`config.mk`:
```
export PLATFORM = sky130hd
export DESIGN_NAME = pll_phase_scanner
export DESIGN_NICKNAME = d
export VERILOG_FILES = /design/src/rtl/pll_phase_scanner.sv
export SDC_FILE = /design/constraint.sdc
export NUM_CORES = 1
export LEC_CHECK = 0
export CAP_MARGIN = 20
export CORE_MARGIN = 10
export CORE_UTILIZATION = 60
export CTS_CLUSTER_DIAMETER = 120
export DETAILED_ROUTE_END_ITERATION = 10
export PLACE_DENSITY = 0.83
export REMOVE_ABC_BUFFERS = 1
export SYNTH_ARGS = -nofsm -noshare
export SYNTH_HDL_FRONTEND = slang
export SYNTH_SLANG_ARGS = --single-unit
```
`constraint.sdc`:
```
create_clock -name clk -period 8.82 [get_ports clk]
set_input_delay 1.323 -clock clk [delete_from_list [all_inputs] [get_ports clk]]
set_output_delay 1.323 -clock clk [all_outputs]
set_load 0.005 [all_outputs]
```
`src/rtl/pll_phase_scanner.sv`:
```
`timescale 1ns/1ps
`default_nettype none
// ============================================================================
//  Module      : pll_phase_scanner
//  Description : Sweeps the PLL output phase over a programmable range, waits
//                for stable lock at each point, counts data-checker errors
//                over a fixed window and parks the PLL at the best phase.
//  Revision    : 1.0 - initial release
// ============================================================================
module pll_phase_scanner #(
    parameter int HOLDOFF_CYCLES = 32,
    parameter int SETTLE_CYCLES  = 65536,
    parameter int TIMEOUT_CYCLES = 262144,
    parameter int WINDOW_CYCLES  = 4096,
    parameter int ERR_W          = 16
) (
    input  logic             clk,
    input  logic             reset,
    input  logic             start_i,
    input  logic             clksrc_i,
    input  logic [7:0]       phase_first_i,
    input  logic [7:0]       phase_last_i,
    input  logic [7:0]       phase_stride_i,
    input  logic             pll_locked_i,
    input  logic             sample_err_i,
    output logic             update_o,
    output logic             pll_clksrc_o,
    output logic [7:0]       pll_phase_o,
    output logic             busy_o,
    output logic             done_o,
    output logic [7:0]       best_phase_o,
    output logic [ERR_W-1:0] best_errs_o,
    output logic             scan_fail_o
);

    // The holdoff and measurement phases never overlap, so they share one counter
    localparam int CNT_MAX = (HOLDOFF_CYCLES > WINDOW_CYCLES) ? HOLDOFF_CYCLES : WINDOW_CYCLES;
    localparam int CNT_W   = $clog2(CNT_MAX + 1);
    localparam int STB_W   = $clog2(SETTLE_CYCLES + 1);
    localparam int TMO_W   = $clog2(TIMEOUT_CYCLES + 1);

    localparam logic [CNT_W-1:0] HO_LAST  = CNT_W'(HOLDOFF_CYCLES - 1);
    localparam logic [CNT_W-1:0] WIN_LAST = CNT_W'(WINDOW_CYCLES - 1);
    localparam logic [STB_W-1:0] STB_LAST = STB_W'(SETTLE_CYCLES - 1);
    localparam logic [TMO_W-1:0] TMO_LAST = TMO_W'(TIMEOUT_CYCLES - 1);
    localparam logic [ERR_W-1:0] ERR_MAX  = '1;

    typedef enum logic [2:0] {
        ST_IDLE    = 3'd0,
        ST_ISSUE   = 3'd1,
        ST_HOLDOFF = 3'd2,
        ST_SETTLE  = 3'd3,
        ST_MEASURE = 3'd4,
        ST_NEXT    = 3'd5,
        ST_FINISH  = 3'd6
    } state_t;

    state_t             state_q, state_d;
    logic               clksrc_q, clksrc_d;
    logic [7:0]         last_q, last_d;
    logic [7:0]         stride_q, stride_d;
    logic [7:0]         cur_q, cur_d;
    logic [CNT_W-1:0]   cnt_q, cnt_d;
    logic [STB_W-1:0]   stable_q, stable_d;
    logic [TMO_W-1:0]   tmo_q, tmo_d;
    logic [ERR_W-1:0]   errs_q, errs_d;
    logic               valid_q, valid_d;
    logic [7:0]         best_phase_q, best_phase_d;
    logic [ERR_W-1:0]   best_errs_q, best_errs_d;
    logic               scan_fail_q, scan_fail_d;
    logic               update_q, update_d;
    logic               pll_clksrc_q, pll_clksrc_d;
    logic [7:0]         pll_phase_q, pll_phase_d;
    logic               busy_q, busy_d;
    logic               done_q, done_d;

    // 9-bit sum so the end-of-range test cannot be fooled by 8-bit wrap
    logic [8:0]         phase_sum;
    logic [ERR_W-1:0]   meas_errs;
    logic               meas_valid;

    assign phase_sum  = {1'b0, cur_q} + {1'b0, stride_q};
    assign meas_errs  = (sample_err_i && (errs_q != ERR_MAX)) ? errs_q + ERR_W'(1) : errs_q;
    assign meas_valid = valid_q & pll_locked_i;

    // State register and all registered outputs
    always_ff @(posedge clk or posedge reset) begin
        if (reset) begin
            state_q      <= ST_IDLE;
            clksrc_q     <= 1'b0;
            last_q       <= '0;
            stride_q     <= '0;
            cur_q        <= '0;
            cnt_q        <= '0;
            stable_q     <= '0;
            tmo_q        <= '0;
            errs_q       <= '0;
            valid_q      <= 1'b0;
            best_phase_q <= '0;
            best_errs_q  <= '0;
            scan_fail_q  <= 1'b0;
            update_q     <= 1'b0;
            pll_clksrc_q <= 1'b0;
            pll_phase_q  <= '0;
            busy_q       <= 1'b0;
            done_q       <= 1'b0;
        end else begin
            state_q      <= state_d;
            clksrc_q     <= clksrc_d;
            last_q       <= last_d;
            stride_q     <= stride_d;
            cur_q        <= cur_d;
            cnt_q        <= cnt_d;
            stable_q     <= stable_d;
            tmo_q        <= tmo_d;
            errs_q       <= errs_d;
            valid_q      <= valid_d;
            best_phase_q <= best_phase_d;
            best_errs_q  <= best_errs_d;
            scan_fail_q  <= scan_fail_d;
            update_q     <= update_d;
            pll_clksrc_q <= pll_clksrc_d;
            pll_phase_q  <= pll_phase_d;
            busy_q       <= busy_d;
            done_q       <= done_d;
        end
    end

    // Next-state logic; outputs are derived from the state being entered
    always_comb begin
        state_d      = state_q;
        clksrc_d     = clksrc_q;
        last_d       = last_q;
        stride_d     = stride_q;
        cur_d        = cur_q;
        cnt_d        = cnt_q;
        stable_d     = stable_q;
        tmo_d        = tmo_q;
        errs_d       = errs_q;
        valid_d      = valid_q;
        best_phase_d = best_phase_q;
        best_errs_d  = best_errs_q;
        scan_fail_d  = scan_fail_q;
        pll_clksrc_d = pll_clksrc_q;
        pll_phase_d  = pll_phase_q;

        case (state_q)
            ST_IDLE: begin
                if (start_i) begin
                    clksrc_d     = clksrc_i;
                    last_d       = phase_last_i;
                    stride_d     = (phase_stride_i == 8'd0) ? 8'd1 : phase_stride_i;
                    cur_d        = phase_first_i;
                    best_phase_d = phase_first_i;
                    best_errs_d  = ERR_MAX;
                    scan_fail_d  = 1'b0;
                    state_d      = ST_ISSUE;
                end
            end
            ST_ISSUE: begin
                cnt_d   = '0;
                state_d = ST_HOLDOFF;
            end
            ST_HOLDOFF: begin
                // Lock is ignored here: the setter drives areset during this time
                if (cnt_q == HO_LAST) begin
                    stable_d = '0;
                    tmo_d    = '0;
                    state_d  = ST_SETTLE;
                end else begin
                    cnt_d = cnt_q + CNT_W'(1);
                end
            end
            ST_SETTLE: begin
                stable_d = pll_locked_i ? stable_q + STB_W'(1) : '0;
                tmo_d    = tmo_q + TMO_W'(1);
                if (pll_locked_i && (stable_q == STB_LAST)) begin
                    cnt_d   = '0;
                    errs_d  = '0;
                    valid_d = 1'b1;
                    state_d = ST_MEASURE;
                end else if (tmo_q == TMO_LAST) begin
                    state_d = ST_NEXT;
                end
            end
            ST_MEASURE: begin
                errs_d  = meas_errs;
                valid_d = meas_valid;
                if (cnt_q == WIN_LAST) begin
                    // Strict compare keeps the earliest phase on a tie
                    if (meas_valid && (meas_errs < best_errs_q)) begin
                        best_errs_d  = meas_errs;
                        best_phase_d = cur_q;
                    end
                    state_d = ST_NEXT;
                end else begin
                    cnt_d = cnt_q + CNT_W'(1);
                end
            end
            ST_NEXT: begin
                if ((cur_q >= last_q) || (phase_sum > {1'b0, last_q})) begin
                    state_d = ST_FINISH;
                end else begin
                    cur_d   = phase_sum[7:0];
                    state_d = ST_ISSUE;
                end
            end
            ST_FINISH: begin
                state_d = ST_IDLE;
            end
            default: begin
                state_d = ST_IDLE;
            end
        endcase

        update_d = (state_d == ST_ISSUE) || (state_d == ST_FINISH);
        done_d   = (state_d == ST_FINISH);
        busy_d   = (state_d != ST_IDLE);
        if (state_d == ST_ISSUE) begin
            pll_phase_d  = cur_d;
            pll_clksrc_d = clksrc_d;
        end else if (state_d == ST_FINISH) begin
            pll_phase_d  = best_phase_d;
            pll_clksrc_d = clksrc_q;
            scan_fail_d  = (best_errs_d == ERR_MAX);
        end
    end

    assign update_o     = update_q;
    assign pll_clksrc_o = pll_clksrc_q;
    assign pll_phase_o  = pll_phase_q;
    assign busy_o       = busy_q;
    assign done_o       = done_q;
    assign best_phase_o = best_phase_q;
    assign best_errs_o  = best_errs_q;
    assign scan_fail_o  = scan_fail_q;

endmodule
`default_nettype wire

```
### PDN straps and rails, run 1

Pins as bars on the die edge.
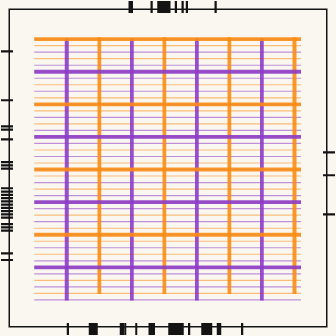
| colour | net |
|---|---|
| orange | VDD |
| purple | VSS |
met5 straps: 8
signal pins: 67
met4 straps: 8
floorplan die width: 132 um
placeable core region: 12100 um^2
Die Span Y: 132 um
Worst VDD drop: 146 uV

### Cells coloured by class, run 1

Scale bar: 50 um.
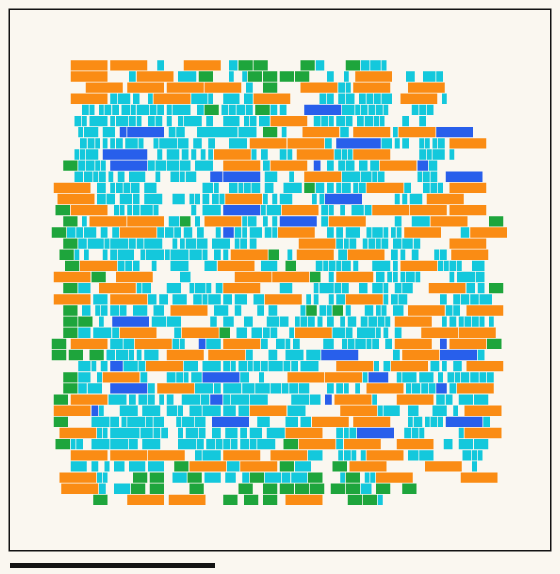
| colour | class | cells |
|---|---|---|
| green | remaining buffers and delay cells | 74 |
| orange | sequential cells | 131 |
| blue | clock drivers and dummy loads | 32 |
| cyan | combinational and other logic | 670 |
count of standard-cell rows: 40
design area: 8900 um^2
utilization of the core after routing: 73.5%
proportion of cell area occupied by registers: 36.8%

### Clock wires, drivers and flops, run 1

Scale bar: 50 um.
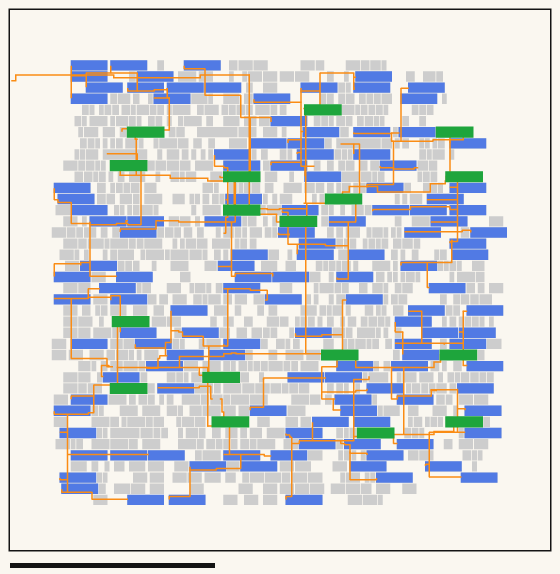
[blue] flip-flops | count: 131
[green] clock drivers | count: 17
[orange] clock wires | length: 1770 um
routed clock nets: 18

==> results.txt, run 1 <==
Figures from the implementation reports.

- The sequential cell area reads 3280 um^2.
- The post-synthesis share of cell area spent on xor and xnor gates is 2.92%.
- The routed wire length per instance is 19.0 um.
- The total power after layout reads 1.34 mW.
- The startpoint identified for the worst hold timing path is tmo_q[17].
- In the routed layout, each cell is associated on average with a via count of 6.33.
- STA lists the startpoint of the worst register-to-register path as cur_q[0].
- Setup repair after global routing left no endpoint under its margin.
- The number of distinct library cell variants in the gate-level netlist after synthesis is 54.
- The number of maximum-capacitance violations is 0.
- The largest family of logic cells by area reads AND-OR/OR-AND gates.
- The floorplan report lists the tap cell count as 168.
- The DRC violation count after routing is 0.
- Sequential elements use 43.7% of the synthesized area.
- The required time at the worst endpoint is listed as 9120 ps.
- The number of enable-type register cells in the synthesized netlist reads 0.
- The delay of the slowest critical-path stage is 800 ps.
- The fraction of the mapped netlist area in simple logic gates is 18.4%.
- The net load switching power reads 298 uW.
- The effective utilization at floorplan is 62.0%.
- The sum of net half-perimeters after detailed placement reads 14000 um.
- The total grt overflow reads 0.
- The part of the total power dissipated in the clock network is 52.0%.
- The clock-pin transition on the worst setup and hold timing paths is 60 ps.
- Summed over all failing endpoints, the final setup total negative slack is 0 ps.
- In the hold timing report, the worst path depth is 1.
- STA shows the worst min-delay path finishing at tmo_q[17].
- The number of gates resized after CTS was 0.
- Listed in order, past its start point the critical path passes clkdlybuf4s50_1 > inv_1 > a21oi_1 > nand4_1 > nor2_1 > xnor2_1 > inv_1 > ha_1 > o21ai_0 > o2111ai_1 > a21oi_2 > nor4_1 > nor4_2 > buf_4 > o31ai_1 > o21ai_0.
- The fraction of met1 tracks used by global routing is 28.0%.
- The area of the synthesized netlist per yosys stat is 7500 um^2.
- The combined area of the multi-input logic cells is 3930 um^2.
- The gate count after technology mapping reads 832.
- The most instantiated flip-flop cell in the synthesis netlist is sky130_fd_sc_hd__dfrtp_1.
- The leading area contributor after synthesis is sky130_fd_sc_hd__dfrtp_1.
- Wire segments on met2 add up to 10100 um in the final route.
- The number of synthesized register bits reads 131.
- Clock tree synthesis inserted a total of 17 buffers.
- The filler cells instantiated in the layout total 881.
- The buffer depth of the longest clock path is 2.
- The final timing report derives a shortest allowable period of 5290 ps.
- The number of setup buffers added after CTS is 0.
- The capture instance of the worst register-to-register path reads cur_q[7].
- The relative contribution of sequential cells to total power is 45.2%.
- The post-synthesis mux area share is 4.50%.
- The switching portion of total power comes to 22.3%.
- The share of synthesized cell area in and-or and or-and compound cells is 18.7%.
- The element type at the critical path start is an input port.
- The tally of OpenROAD warnings is 25.
- According to the timing report, the arrival time at the worst endpoint equals 5580 ps.
- The number of cells reported by Yosys stat comes to 832.
- In this build the clock could be raised as far as 189 MHz.
- The insertion delay at the late pin of the worst-skew pair reads 430 ps.
- The first global-routing pass estimated 33800 um of wire.
- Of the total standard cell area in the layout, the multi-input combinational portion is 44.1%.
- The measured slew at the worst slew-check pin is 990 ps.
- The maximum clock skew at final layout is 6.14 ps.
- The number of antenna repair diodes is 0.
- The routed length on met3 is 1560 um.
- The fraction of registers with async set or reset after synthesis reads 100%.
- The total of plain and repair buffers excluding clock buffers is 74.
- The met3 track demand over resource in global routing is 5.49%.
- The flow ran to the end, and the final reports show no timing, DRC or antenna violations.
- Per the detail_route report, the via count comes to 6805.
- The area added between synthesis and finish reads 18.7%.
- For this run, combinational gates with multiple inputs come to 620.
- The post-route worst setup slack is 3530 ps.
- The minimum setup slack among reg-to-reg paths is 4090 ps.
- The non-clock inverter count in the final layout reads 50.
- The final wirelength is 20400 um.
- In the final layout, non-clock buffers account for 8.09% of the cell area.
- The total die size reads 17400 um^2.
- The total number of nets in the final design is 969.
- The number of DRC violations after detailed-routing iteration 0 is 594.
- The maximum net fanout on the critical path reads 28.
- The static leakage power reads 4.21 nW.
- The type of destination of the critical path is a flop.
- The number of placed I/O pins is 67.
- Before antenna repair, the detailed router went through 6 iterations.
- The post-route met1 wirelength reads 8300 um.
- The final sequential cell count is 131.
- The remaining number of nets flagged by the antenna check after routing reads 0.
- Of the total synthesized cell area, the portion taken by full adders, half adders and majority gates is 7.60%.
- The flow reported a cell area power density of 150 nW/um^2.
- The placement report lists the number of port buffers as 66.
- The uppermost layer routed reads met4.
- Counting cells, the worst reg-to-reg path comes to 13.
- Of the post-synthesis cell area, the dominant cell type holds 43.7%.
- The final tally of hold violations is 0.
- Post-route period utilization is reported as 59.9%.
- The relative slew slack reads 33.6%.
- By startpoint and endpoint, the worst setup path is classified as in -> reg.
- The worst-path cell with the longest stage delay reads sky130_fd_sc_hd__nor4_1.
- The clock tree synthesis step divided the H-tree into 4 levels.
- The hold buffer count at CTS is 0.
- The total internal power reads 1.04 mW.
- The relative contribution of combinational cells to total power is 2.8%.
- The tree is rooted in a sky130_fd_sc_hd__clkbuf_16.
- The most frequent cell after synthesis reads sky130_fd_sc_hd__dfrtp_1.
- At the end of routability-driven placement, the weighted congestion stood at 0.925.
- The combined area of all synthesized cells reads 7500 um^2.
- In this run the mean area of a mapped cell was 9.02 um^2.
- The via count of the first global-routing pass reads 6845.
- The clock network area share is 6.49%.
- The tally of yosys warning messages reads 0.
- The clock net sink count reads 131.
- The maximum number of pins on one net before global-route repair reads 70.
- The global routing usage on met2 is 39.4%.
- The tightest min-delay check is of the reg -> reg type.
- Across all hold checks on the routed design, the worst slack comes to 465 ps.
- The leading cell category by total area is combinational gates.
- Counting instances in the post-synthesis netlist gives the leading cell types as sky130_fd_sc_hd__dfrtp_1 (131), sky130_fd_sc_hd__o21ai_0 (94), sky130_fd_sc_hd__nand2_1 (93).
- The share of layout cells above drive strength 1 reads 7.06%.
- The critical path buffer and inverter count reads 4.
- The number of antenna violations at the first check in global routing reads 0.
- The combined global-route utilization of all metal layers is 23.3%.
- The clock tree from TritonCTS is done.
- The cell type group with the largest total delay on the critical path is simple AND/OR/NAND/NOR gates.
- The final timing report counts setup violations totalling 0.
- The number of clock-tree buffers in the layout is 18.
- The final max-slew violation count is 0.
- The main area contributors are sky130_fd_sc_hd__dfrtp_1 (44%), sky130_fd_sc_hd__ha_1 (7.3%), sky130_fd_sc_hd__o21ai_0 (6.3%).
- Prior to clock tree synthesis, the placed netlist has a worst setup slack of 3300 ps.
- The global-route layer with the greatest usage is met2.
[run 1: cell usage in the layout (no fill, tap or decap), types with 3 or more instances in the layout]
cell / count
sky130_fd_sc_hd__nor2_1: 60
sky130_fd_sc_hd__a21o_1: 10
sky130_fd_sc_hd__nand2_1: 93
sky130_fd_sc_hd__clkdlybuf4s50_1: 66
sky130_fd_sc_hd__buf_4: 8
sky130_fd_sc_hd__nor3_1: 22
sky130_fd_sc_hd__nor2b_1: 6
sky130_fd_sc_hd__mux2i_1: 18
sky130_fd_sc_hd__clkinv_2: 6
sky130_fd_sc_hd__nand4_1: 23
sky130_fd_sc_hd__nand2b_1: 3
sky130_fd_sc_hd__and3_1: 16
sky130_fd_sc_hd__mux2_2: 14
sky130_fd_sc_hd__xor2_1: 10
sky130_fd_sc_hd__ha_1: 44
sky130_fd_sc_hd__o21ai_0: 94
sky130_fd_sc_hd__a221o_1: 7
sky130_fd_sc_hd__nand3_1: 29
sky130_fd_sc_hd__xnor2_1: 15
sky130_fd_sc_hd__a22o_1: 9
sky130_fd_sc_hd__a21oi_1: 54
sky130_fd_sc_hd__nor3b_1: 3
sky130_fd_sc_hd__dfrtp_1: 131
sky130_fd_sc_hd__a211o_1: 5
sky130_fd_sc_hd__clkinv_4: 3
sky130_fd_sc_hd__and2_1: 12
sky130_fd_sc_hd__o22ai_1: 9
sky130_fd_sc_hd__nor4_1: 7
sky130_fd_sc_hd__a211oi_1: 7
sky130_fd_sc_hd__clkinvlp_4: 3
sky130_fd_sc_hd__o211a_1: 3
sky130_fd_sc_hd__clkbuf_16: 17
sky130_fd_sc_hd__a31oi_1: 5
sky130_fd_sc_hd__o21a_1: 3
sky130_fd_sc_hd__o31ai_1: 11
sky130_fd_sc_hd__inv_1: 49
[run 1: worst max-delay path by stage]
stage	start	end	slack (ps)	depth (start not counted)
finish	sample_err_i	scan_fail_o	3530	16
global route	sample_err_i	scan_fail_o	3170	16
CTS	sample_err_i	scan_fail_o	3590	16
detailed placement	sample_err_i	scan_fail_o	3300	16
global placement	sample_err_i	scan_fail_o	3410	16
floorplan	sample_err_i	pll_phase_o[7]	2700	14
[run 1: through the flow]
stage,util [%],instances,area (um^2)
after global placement,68.7,1042,8320
after floorplan,-,801,7380
final,73.5,1075,8900
after global routing,73.5,1075,8900
after detailed placement,68.8,1043,8330
after CTS,73.5,1075,8900
[run 1: power by group through the flow]
| stage | Sequential (mW) | Combinational (mW) | Clock (mW) |
|---|---|---|---|
| finish | 0.603 | 0.0374 | 0.695 |
| detailed placement | 0.614 | 0.0376 | 0 |
| CTS | 0.603 | 0.0382 | 0.697 |
| global route | 0.603 | 0.0415 | 0.728 |
| global placement | 0.614 | 0.0364 | 0 |
| floorplan | 0.614 | 0.0158 | 0 |
[run 1: registers in the layout (all words and copies together), names as in the netlist, 3 cells and up]
| signal | cells |
|---|---|
| best_errs_o | 16 |
| best_phase_o | 8 |
| cnt_q | 13 |
| cur_q | 8 |
| errs_q | 16 |
| last_q | 8 |
| pll_phase_o | 8 |
| stable_q | 17 |
| state_q | 3 |
| stride_q | 8 |
| tmo_q | 19 |
## Run 2: what changed since run 1
--- a/config.mk
+++ b/config.mk
@@ -7,10 +7,10 @@
 export LEC_CHECK = 0
 export CAP_MARGIN = 20
 export CORE_MARGIN = 10
-export CORE_UTILIZATION = 60
+export CORE_UTILIZATION = 53
 export CTS_CLUSTER_DIAMETER = 120
 export DETAILED_ROUTE_END_ITERATION = 10
-export PLACE_DENSITY = 0.83
+export PLACE_DENSITY = 0.77
 export REMOVE_ABC_BUFFERS = 1
 export SYNTH_ARGS = -nofsm -noshare
 export SYNTH_HDL_FRONTEND = slang
==> constraint.sdc (replaced) <==
create_clock -name clk -period 4.3 [get_ports clk]
set_input_delay 0.645 -clock clk [delete_from_list [all_inputs] [get_ports clk]]
set_output_delay 0.645 -clock clk [all_outputs]
set_load 0.005 [all_outputs]
==> run 2 against run 1 <==
Against the previous run: clock power up 110%; non-clock buffer count up 26; combinational power up 110%; worst setup slack worse by 3300 ps; sequential share of layout area down 1.1 points; sequential power up 110%; critical endpoint is now pll_phase_o[3]; largest cell class unchanged; largest power group unchanged.
==> results.txt, run 2 <==
Figures from the implementation reports.

- The flow ran to the end, and the final reports show no timing, DRC or antenna violations.
- The area of the synthesized netlist per yosys stat is 7500 um^2 (unchanged).
- The register containing the most flip-flops in the final layout reads tmo_q.
- The final tally of hold violations came to 0 (unchanged).
- By area the synthesized netlist is led by sky130_fd_sc_hd__dfrtp_1 (44%), sky130_fd_sc_hd__ha_1 (7.3%), sky130_fd_sc_hd__o21ai_0 (6.3%).
- The maximum net fanout on the critical path came to 4 (-86%).
- Counting instances in the post-synthesis netlist gives the leading cell types as sky130_fd_sc_hd__dfrtp_1 (131), sky130_fd_sc_hd__o21ai_0 (94), sky130_fd_sc_hd__nand2_1 (93).
- The maximum clock frequency reads 245 MHz.
- The final number of setup-violating endpoints reads 0 (unchanged).
- The count of port buffers added during placement is 66 (unchanged).
- The number of maximum-capacitance violations is 0 (unchanged).
- The leading area contributor after synthesis reads sky130_fd_sc_hd__dfrtp_1.
- The number of standard cells reported by yosys is 832 (unchanged).
- The clock-pin transition on the worst setup and hold timing paths is 60 ps (about the same).
- The measured slew at the worst slew-check pin was 844 ps (-146 ps).
- The tally of OpenROAD warnings is 25 (unchanged).
- The total number of nets in the final design reads 995 (+2.7%).
- The static leakage power is 4.34 nW (+3.2%).
- The number of synthesized register bits is 131 (unchanged).
- The count of TritonRoute iterations in the first routing pass reads 7 (+1).
- The ratio of total power to cell area came to 305 nW/um^2 (+100%).
- The number of distinct library cell variants in the gate-level netlist after synthesis is 54 (unchanged).
- The post-synthesis share of cell area spent on xor and xnor gates reads 2.92% (unchanged).
- The combined area of all synthesized cells is 7500 um^2 (unchanged).
- Post-synth the commonest register cell is sky130_fd_sc_hd__dfrtp_1.
- The post-synthesis mux area share is 4.50% (unchanged).
- The share of synthesized cell area in and-or and or-and compound cells is 18.7% (unchanged).
- The maximum clock skew at final layout reads 6.66 ps (+0.524 ps).
- The global placer's final weighted congestion is 0.888 (-4.0%).
- The final max-slew violation count reads 0 (unchanged).
- The via count of the first global-routing pass was 6163 (-10%).
- Listed in order, past its start point the critical path passes ha_2 > nand4_1 > or4_4 > nand4_1 > nor3_1 > buf_4 > xor2_1 > ha_1 > a211oi_2 > o2111ai_2 > a211oi_2 > nor4_2 > buf_4 > or4_1 > o211a_1 > o31ai_1.
- The total of fill cells in the finished design reads 1124 (+28%).
- The type of destination of the critical path is a flop.
- The final hold slack is 474 ps (+9.28 ps).
- The number of antenna repair diodes was 0 (unchanged).
- The fraction of registers with async set or reset after synthesis reads 100% (unchanged).
- The clock net sink count is 131 (unchanged).
- The critical path's slowest stage uses the library cell sky130_fd_sc_hd__or4_1.
- The DRC violation count after routing was 0 (unchanged).
- The area added between synthesis and finish is 22.4%.
- The gate count after technology mapping was 832 (unchanged).
- The delay of the slowest critical-path stage was 520 ps (-280 ps).
- sky130_fd_sc_hd__dfrtp_1 is the most common cell in the netlist.
- The site row count reads 43 (+7.5%).
- The portion of synthesized cell area occupied by the leading cell type is 43.7% (unchanged).
- The post-layout period usage of the worst path reads 94.9%.
- The worst setup path category is reg -> reg.
- The relative slew slack is 43.5% (+9.9 points).
- The mean area per synthesized cell came to 9.02 um^2 (unchanged).
- The insertion delay at the late pin of the worst-skew pair came to 430 ps (about the same).
- The routed length on met3 reads 1020 um (-35%).
- The cell type group with the largest total delay on the critical path is simple AND/OR/NAND/NOR gates.
- Setup repair after global routing left no endpoint under its margin.
- The wire length of the first global-routing pass is 31200 um (-7.6%).
- The type of the tightest min-delay check reads reg -> reg.
- The amount of wire on met2 after detailed routing came to 8840 um (-12%).
- The total die size came to 19300 um^2 (+11%).
- The worst path required time is 4640 ps (-4480 ps).
- The adder-cell area share of the yosys netlist is 7.60% (unchanged).
- The total power after layout is 2.80 mW (+110%).
- The tree is rooted in a sky130_fd_sc_hd__clkbuf_16.
- The number of vias per cell was 5.84 (-7.7%).
- The cell total after placement is 1081 (+3.6%).
- The remaining number of nets flagged by the antenna check after routing is 0 (unchanged).
- The largest registers in the layout are tmo_q x19, stable_q x17.
- The leading cell type in the layout, fill and taps excluded reads sky130_fd_sc_hd__dfrtp_1.
- The shortest clock period the worst path allows after layout reads 4080 ps.
- The post-route non-filler standard cell count reads 1113 (+3.5%).
- The number of placed I/O pins reads 67 (unchanged).
- The share of layout cells above drive strength 1 reads 10.4% (+3.3 points).
- The effective utilization at floorplan was 54.1% (-7.9 points).
- The flip-flop count of the largest register after layout came to 19 (unchanged).
- The post-CTS repair timing setup buffer count reads 0 (unchanged).
- The element type at the critical path start reads a flop.
- The tally of yosys warning messages is 0 (unchanged).
- The library cells used most frequently in the layout, excluding fill and tap cells, are sky130_fd_sc_hd__dfrtp_1 (131), sky130_fd_sc_hd__nand2_1 (93), sky130_fd_sc_hd__o21ai_0 (93).
- The clock tree from TritonCTS reads done.
- The uppermost layer routed is met4.
- The fraction of the mapped netlist area in simple logic gates reads 18.4% (unchanged).
- The number of antenna violations at the first check in global routing is 0 (unchanged).
- The largest family of logic cells by area reads AND-OR/OR-AND gates.
- The number of enable-type register cells in the synthesized netlist reads 0 (unchanged).
- The buffer depth of the longest clock path is 2 (unchanged).
- The number of buffers added by the clock tree synthesis step reads 17 (unchanged).
- The fraction of the yosys area taken by sequential cells reads 43.7% (unchanged).
- The number of levels the H-tree was split into reads 4 (unchanged).
- The maximum number of pins on one net before global-route repair reads 63 (-10%).
- The total grt overflow was 0 (unchanged).
- The critical path data arrival time is 4420 ps (-1160 ps).
- The critical path buffer and inverter count is 2 (-2).
- The sum of net half-perimeters after detailed placement was 13500 um (-3.4%).
- The number of DRC violations after detailed-routing iteration 0 came to 566 (-4.7%).
- The post-route met1 wirelength is 8720 um (+5.0%).
-- run 2: layer usage --
metal / global-route usage [%] / vias up
li1: - / 3181
met1: 25.5 / 3129
met2: 29.8 / 171
met3: 4.66 / 22
met4: 6.59 / 0
met5: 0 / -
-- run 2: logic make-up after synthesis --
kind of cell    count (synthesis)
compound gates                230
xor+xnor                       25
fa+ha+maj                      45
buf+inv                        81
flops                         131
mux                            32
simple gates                  288
-- run 2: repair_timing --
item                       4_1_cts  5_1_grt
setup endpoints to repair        3       26
hold buffers                     0        0
gates resized                    1        9
pin swaps                        0        3
-- run 2: metrics by stage --
step	util (%)	setup WS (ps)	cell area, um^2	TNS (ps)
after floorplan	-	-1530	7380	-26540
after global placement	61.5	111	8540	0
after detailed placement	61.5	-64.7	8540	-181
after CTS	65.9	41.6	9150	0
after global routing	66.2	8.49	9190	0
final	66.2	220	9190	0
-- run 2: path summary, 6_finish.rpt --
check	start	endpoint	slack (ps)	cells after the start
setup / recovery	errs_q[1]	pll_phase_o[3]	220	16
hold / removal	pll_clksrc_o	pll_clksrc_o	470	2
setup reg to reg	errs_q[1]	pll_phase_o[3]	220	16
hold reg to reg	pll_clksrc_o	pll_clksrc_o	470	2
max in group asynchronous	reset	errs_q[14]	2670	3
min in group asynchronous	reset	busy_o	710	2
-- run 2: tightest hold or removal path: cells and delay by family (launching register included) --
family | cells | cell delay [ps]
AND/OR/NAND/NOR | 2 | 100
flip-flops | 1 | 340
-- run 2: power by group --
part,switching (mW),internal [mW],leakage [nW]
clock,0.534,0.951,0.296
combinational,0.0447,0.0329,2.33
sequential,0.00176,1.24,1.71
total,0.580,2.22,4.34
-- run 2: area by class of cell --
class | count | area, um^2 | area share (%)
clock inverters | 10 | 130 | 1.42
well taps | 180 | 225 | 2.45
repair buffers | 100 | 916 | 9.97
inverters | 50 | 190 | 2.07
flip-flops and latches | 131 | 3280 | 35.7
clock buffers | 22 | 474 | 5.16
multi-input cells | 620 | 3970 | 43.3
### Routed metal, one colour a layer, run 2

Two of the layers only.
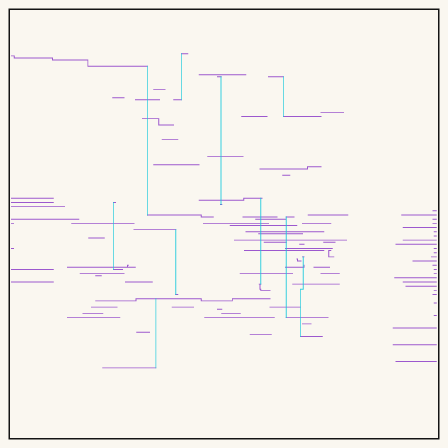
| colour | layer | wire length |
|---|---|---|
| cyan | metal 4 | 270 um |
| purple | metal 3 | 1020 um |
post-detailed-routing wire length: 18900 um
WL/cell: 16.9 um
total via count after detailed routing: 6503
gr usage total: 19.2%

### PDN straps and rails, run 2

Pins as bars on the die edge.
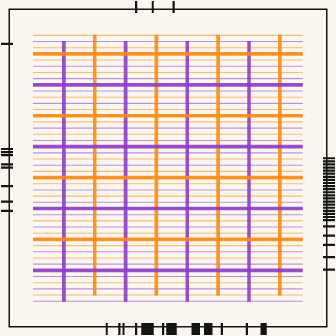
| colour | net |
|---|---|
| orange | VDD |
| purple | VSS |
met1 rails: 44
rows: 43
met4 straps: 8
signal pins: 67
floorplan die width: 139 um
Die Span Y: 139 um
placeable core region: 13900 um^2
Worst VDD drop: 254 uV

## Run 3: what changed since run 2
--- a/config.mk
+++ b/config.mk
@@ -5,7 +5,7 @@
 export SDC_FILE = /design/constraint.sdc
 export NUM_CORES = 1
 export LEC_CHECK = 0
-export CAP_MARGIN = 20
+export CAP_MARGIN = 15
 export CORE_MARGIN = 10
 export CORE_UTILIZATION = 53
 export CTS_CLUSTER_DIAMETER = 120
==> run 3 against run 2 <==
Against the previous run: cell count did not move; critical endpoint unchanged; largest power group unchanged; hold slack did not move; global-route usage did not move; via count did not move.
==> results.txt, run 3 <==
Figures from the implementation reports.

- The DRC violation count after routing is 0 (unchanged).
- The clock root buffer reads sky130_fd_sc_hd__clkbuf_16.
- The number of antenna repair diodes is 0 (unchanged).
- The buffer depth of the longest clock path is 2 (unchanged).
- The site row count came to 43 (unchanged).
- The startpoint of the worst-slack reg-to-reg timing path reads errs_q[1].
- The tally of yosys warning messages reads 0 (unchanged).
- The detailed-route via count is 6503 (unchanged).
- The part of the total power dissipated in the clock network reads 53.0% (about the same).
- Setup repair after global routing left no endpoint under its margin.
- The post-CTS repair timing setup buffer count came to 0 (unchanged).
- The most instantiated flip-flop cell in the synthesis netlist reads sky130_fd_sc_hd__dfrtp_1.
- The capture instance of the worst register-to-register path is pll_phase_o[3].
- The global placer's final weighted congestion was 0.888 (unchanged).
- The most frequent cell after synthesis is sky130_fd_sc_hd__dfrtp_1.
- The die width is 139 um (unchanged).
- The register containing the most flip-flops in the final layout reads tmo_q.
- The number of buffers added by the clock tree synthesis step reads 17 (unchanged).
- The sum of net half-perimeters after detailed placement reads 13500 um (unchanged).
- The insertion delay at the late pin of the worst-skew pair is 430 ps (about the same).
- The worst path required time was 4640 ps (about the same).
- The number of DRC violations after detailed-routing iteration 0 is 566 (unchanged).
- The flip-flop count of the largest register after layout is 19 (unchanged).
- The type of the tightest min-delay check reads reg -> reg.
- The number of synthesized register bits is 131 (unchanged).
- The post-layout period usage of the worst path is 94.9% (unchanged).
- The clock net sink count was 131 (unchanged).
- The total internal power is 2.22 mW (unchanged).
- The combined global-route utilization of all metal layers is 19.2% (unchanged).
- The maximum net fanout on the critical path reads 4 (unchanged).
- The number of levels the H-tree was split into was 4 (unchanged).
- The synthesis report lists the most area-consuming cells as sky130_fd_sc_hd__dfrtp_1 (44%), sky130_fd_sc_hd__ha_1 (7.3%), sky130_fd_sc_hd__o21ai_0 (6.3%).
- The final wirelength is 18900 um (unchanged).
- In the final layout, the registers with the most flip-flops are tmo_q x19, stable_q x17.
- The number of placed I/O pins is 67 (unchanged).
- The type of destination of the critical path is a flop.
- The number of antenna violations at the first check in global routing is 0 (unchanged).
- The number of vias per cell is 5.84 (unchanged).
- The area of the synthesized netlist per yosys stat reads 7500 um^2 (unchanged).
- The relative slew slack reads 43.5% (unchanged).
- The shortest clock period the worst path allows after layout reads 4080 ps (unchanged).
- The element type at the critical path start is a flop.
- The number of enable-type register cells in the synthesized netlist reads 0 (unchanged).
- The gate count after technology mapping reads 832 (unchanged).
- In this run the worst setup path begins at errs_q[1].
- The net load switching power reads 580 uW (unchanged).
- The area inside the core boundary reads 13900 um^2 (unchanged).
- The flow ran to the end, and the final reports show no timing, DRC or antenna violations.
- The tally of OpenROAD warnings is 25 (unchanged).
- The fraction of registers with async set or reset after synthesis reads 100% (unchanged).
- The number of cells on the worst reg-to-reg path reads 16 (unchanged).
- The top cell types in the final layout, fill and taps aside, are sky130_fd_sc_hd__dfrtp_1 (131), sky130_fd_sc_hd__nand2_1 (93), sky130_fd_sc_hd__o21ai_0 (93).
- The clock tree from TritonCTS is done.
- The worst IR drop on VDD is 254 uV (unchanged).
- The total grt overflow is 0 (unchanged).
- The critical path data arrival time came to 4420 ps (about the same).
- The fraction of the yosys area taken by sequential cells is 43.7% (unchanged).
- The remaining number of nets flagged by the antenna check after routing came to 0 (unchanged).
- The final tally of hold violations came to 0 (unchanged).
- The relative contribution of combinational cells to total power is 2.8% (about the same).
- The total number of nets in the final design came to 995 (unchanged).
- The minimum setup slack among reg-to-reg paths is 220 ps (about the same).
- The measured slew at the worst slew-check pin reads 844 ps (unchanged).
- The number of distinct library cell variants in the gate-level netlist after synthesis is 54 (unchanged).
- The leading cell type in the layout, fill and taps excluded is sky130_fd_sc_hd__dfrtp_1.
- The effective utilization at floorplan reads 54.1% (unchanged).
- The switching fraction of total power reads 20.7% (unchanged).
- The final number of setup-violating endpoints reads 0 (unchanged).
- The final max-slew violation count is 0 (unchanged).
- The mean area per synthesized cell is 9.02 um^2 (unchanged).
- The number of maximum-capacitance violations is 0 (unchanged).
- The vertical die dimension reads 139 um (unchanged).
- The relative contribution of sequential cells to total power reads 44.2% (about the same).
- The area added between synthesis and finish reads 22.4% (unchanged).
- The total die size is 19300 um^2 (unchanged).
- The worst setup path category reads reg -> reg.
- The count of port buffers added during placement reads 66 (unchanged).
- The count of TritonRoute iterations in the first routing pass is 7 (unchanged).
- The portion of synthesized cell area occupied by the leading cell type is 43.7% (unchanged).
- The ratio of total power to cell area came to 305 nW/um^2 (unchanged).
- The number of standard cells reported by yosys is 832 (unchanged).
- The routed wire length per instance reads 16.9 um (unchanged).
- The combined area of all synthesized cells is 7500 um^2 (unchanged).
- The maximum clock skew at final layout is 6.66 ps (unchanged).
- The termination of the worst setup path reads pll_phase_o[3].
- The share of layout cells above drive strength 1 is 10.4% (unchanged).
- Counting instances in the post-synthesis netlist gives the leading cell types as sky130_fd_sc_hd__dfrtp_1 (131), sky130_fd_sc_hd__o21ai_0 (94), sky130_fd_sc_hd__nand2_1 (93).
- The leading area contributor after synthesis reads sky130_fd_sc_hd__dfrtp_1.
- The via count of the first global-routing pass is 6163 (unchanged).
- The wire length of the first global-routing pass is 31200 um (unchanged).
- The maximum number of pins on one net before global-route repair is 63 (unchanged).
- The share of the core filled with cells in the final layout is 66.2% (unchanged).
- The maximum clock frequency was 245 MHz (unchanged).
- The clock-pin transition on the worst setup and hold timing paths came to 60 ps (about the same).
- The static leakage power is 4.34 nW (unchanged).
- The final hold slack is 474 ps (unchanged).
==> run 3: critical path: stages, from the launching register on <==
cell	delay [ps]
sky130_fd_sc_hd__dfrtp_1	380
sky130_fd_sc_hd__ha_2	210
sky130_fd_sc_hd__nand4_1	150
sky130_fd_sc_hd__or4_4	480
sky130_fd_sc_hd__nand4_1	140
sky130_fd_sc_hd__nor3_1	60
sky130_fd_sc_hd__buf_4	140
sky130_fd_sc_hd__xor2_1	200
sky130_fd_sc_hd__ha_1	300
sky130_fd_sc_hd__a211oi_2	340
sky130_fd_sc_hd__o2111ai_2	170
sky130_fd_sc_hd__a211oi_2	250
sky130_fd_sc_hd__nor4_2	100
sky130_fd_sc_hd__buf_4	160
sky130_fd_sc_hd__or4_1	520
sky130_fd_sc_hd__o211a_1	150
sky130_fd_sc_hd__o31ai_1	210
==> run 3: power groups by stage <==
stage	Clock (mW)	Sequential, mW	Combinational, mW
finish	1.48	1.24	0.0777
global route	1.56	1.24	0.0881
CTS	1.51	1.24	0.0794
detailed placement	0	1.26	0.0790
global placement	0	1.26	0.0782
floorplan	0	1.26	0.0324
==> run 3: cell families after synthesis <==
kind of cell	after synthesis	share of synthesized area (%)
xor gates and xnor gates	25	2.92
muxes	32	4.50
buffers and inverters	81	4.15
DFF	131	43.7
and+or+nand+nor	288	18.4
AOI/OAI and AO/OA	230	18.7
adders and majority gates	45	7.60
==> run 3: metrics by stage <==
stage | TNS [ps] | setup WS, ps | cell area, um^2 | power (mW) | instances
after global routing | 0 | 8.49 | 9190 | 2.89 | 1113
after detailed placement | -181 | -64.7 | 8540 | 1.34 | 1081
after floorplan | -26540 | -1530 | 7380 | 1.29 | 801
final | 0 | 220 | 9190 | 2.80 | 1113
after CTS | 0 | 41.6 | 9150 | 2.83 | 1113
after global placement | 0 | 111 | 8540 | 1.34 | 1081
==> run 3: what timing repair did <==
item / CTS / global route
hold buffers: 0 / 0
setup endpoints to repair: 3 / 26
pin swaps: 0 / 3
gates cloned: 0 / 0
gates resized: 1 / 9
==> run 3: cell type report <==
type	count	area, um^2
inverters	50	190
repair buffers	100	916
clock inverters	10	130
multi-input cells	620	3970
fillers	1124	4690
flip-flops and latches	131	3280
clock buffers	22	474
well taps	180	225
==> run 3: worst min path at each step <==
stage            startpoint           end  slack, ps  cells after the start
5_1_grt           tmo_q[13]     tmo_q[13]        480                      1
6_report       pll_clksrc_o  pll_clksrc_o        470                      2
2_1_floorplan     tmo_q[13]     tmo_q[13]        440                      1
3_3_place_gp      tmo_q[13]     tmo_q[13]        450                      1
3_5_place_dp      tmo_q[12]     tmo_q[12]        460                      1
4_1_cts           tmo_q[12]     tmo_q[12]        470                      1
==> run 3: routing by layer <==
layer	routed length, um	up-vias	track usage, %
li1	-	3181	-
met1	8720	3129	25.5
met2	8840	171	29.8
met3	1020	22	4.66
met4	270	0	6.59
met5	0	-	0
### PDN straps and rails, run 3

Pins as bars on the die edge.
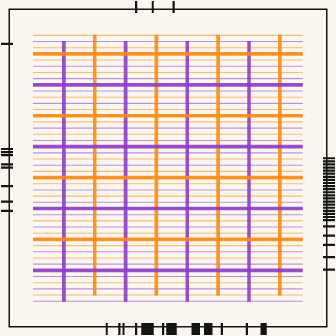
| colour | net |
|---|---|
| orange | VDD |
| purple | VSS |
met1 rails: 44
met4 straps: 8
met5 straps: 8

### Clock wires, drivers and flops, run 3

Scale bar: 50 um.
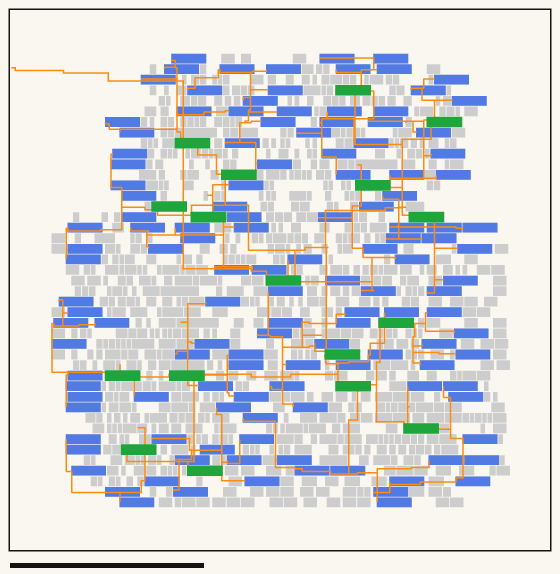
[blue] flip-flops | count: 131
[green] clock drivers | count: 17
[orange] clock wires | length: 1750 um
flops lie: widely spread


## Gallery

Clock routing.
image #1
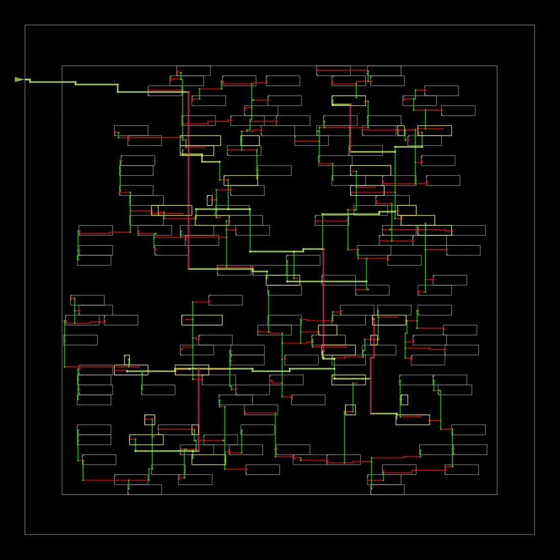
image #2
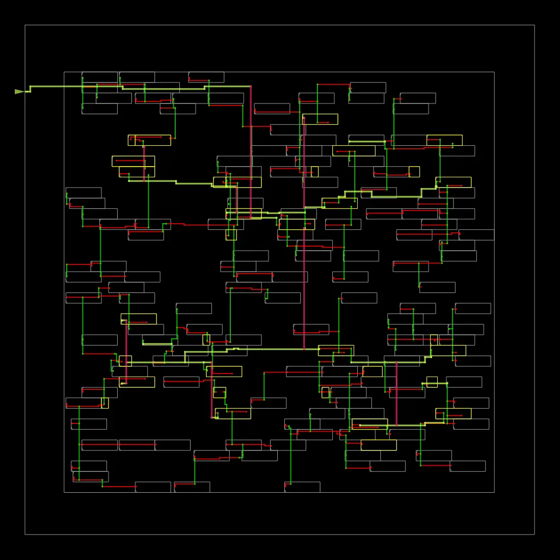
| from | picture |
|---|---|
| run 3 | image #1 |
| run 1 | image #2 |

Power and IR drop assume default switching activity.
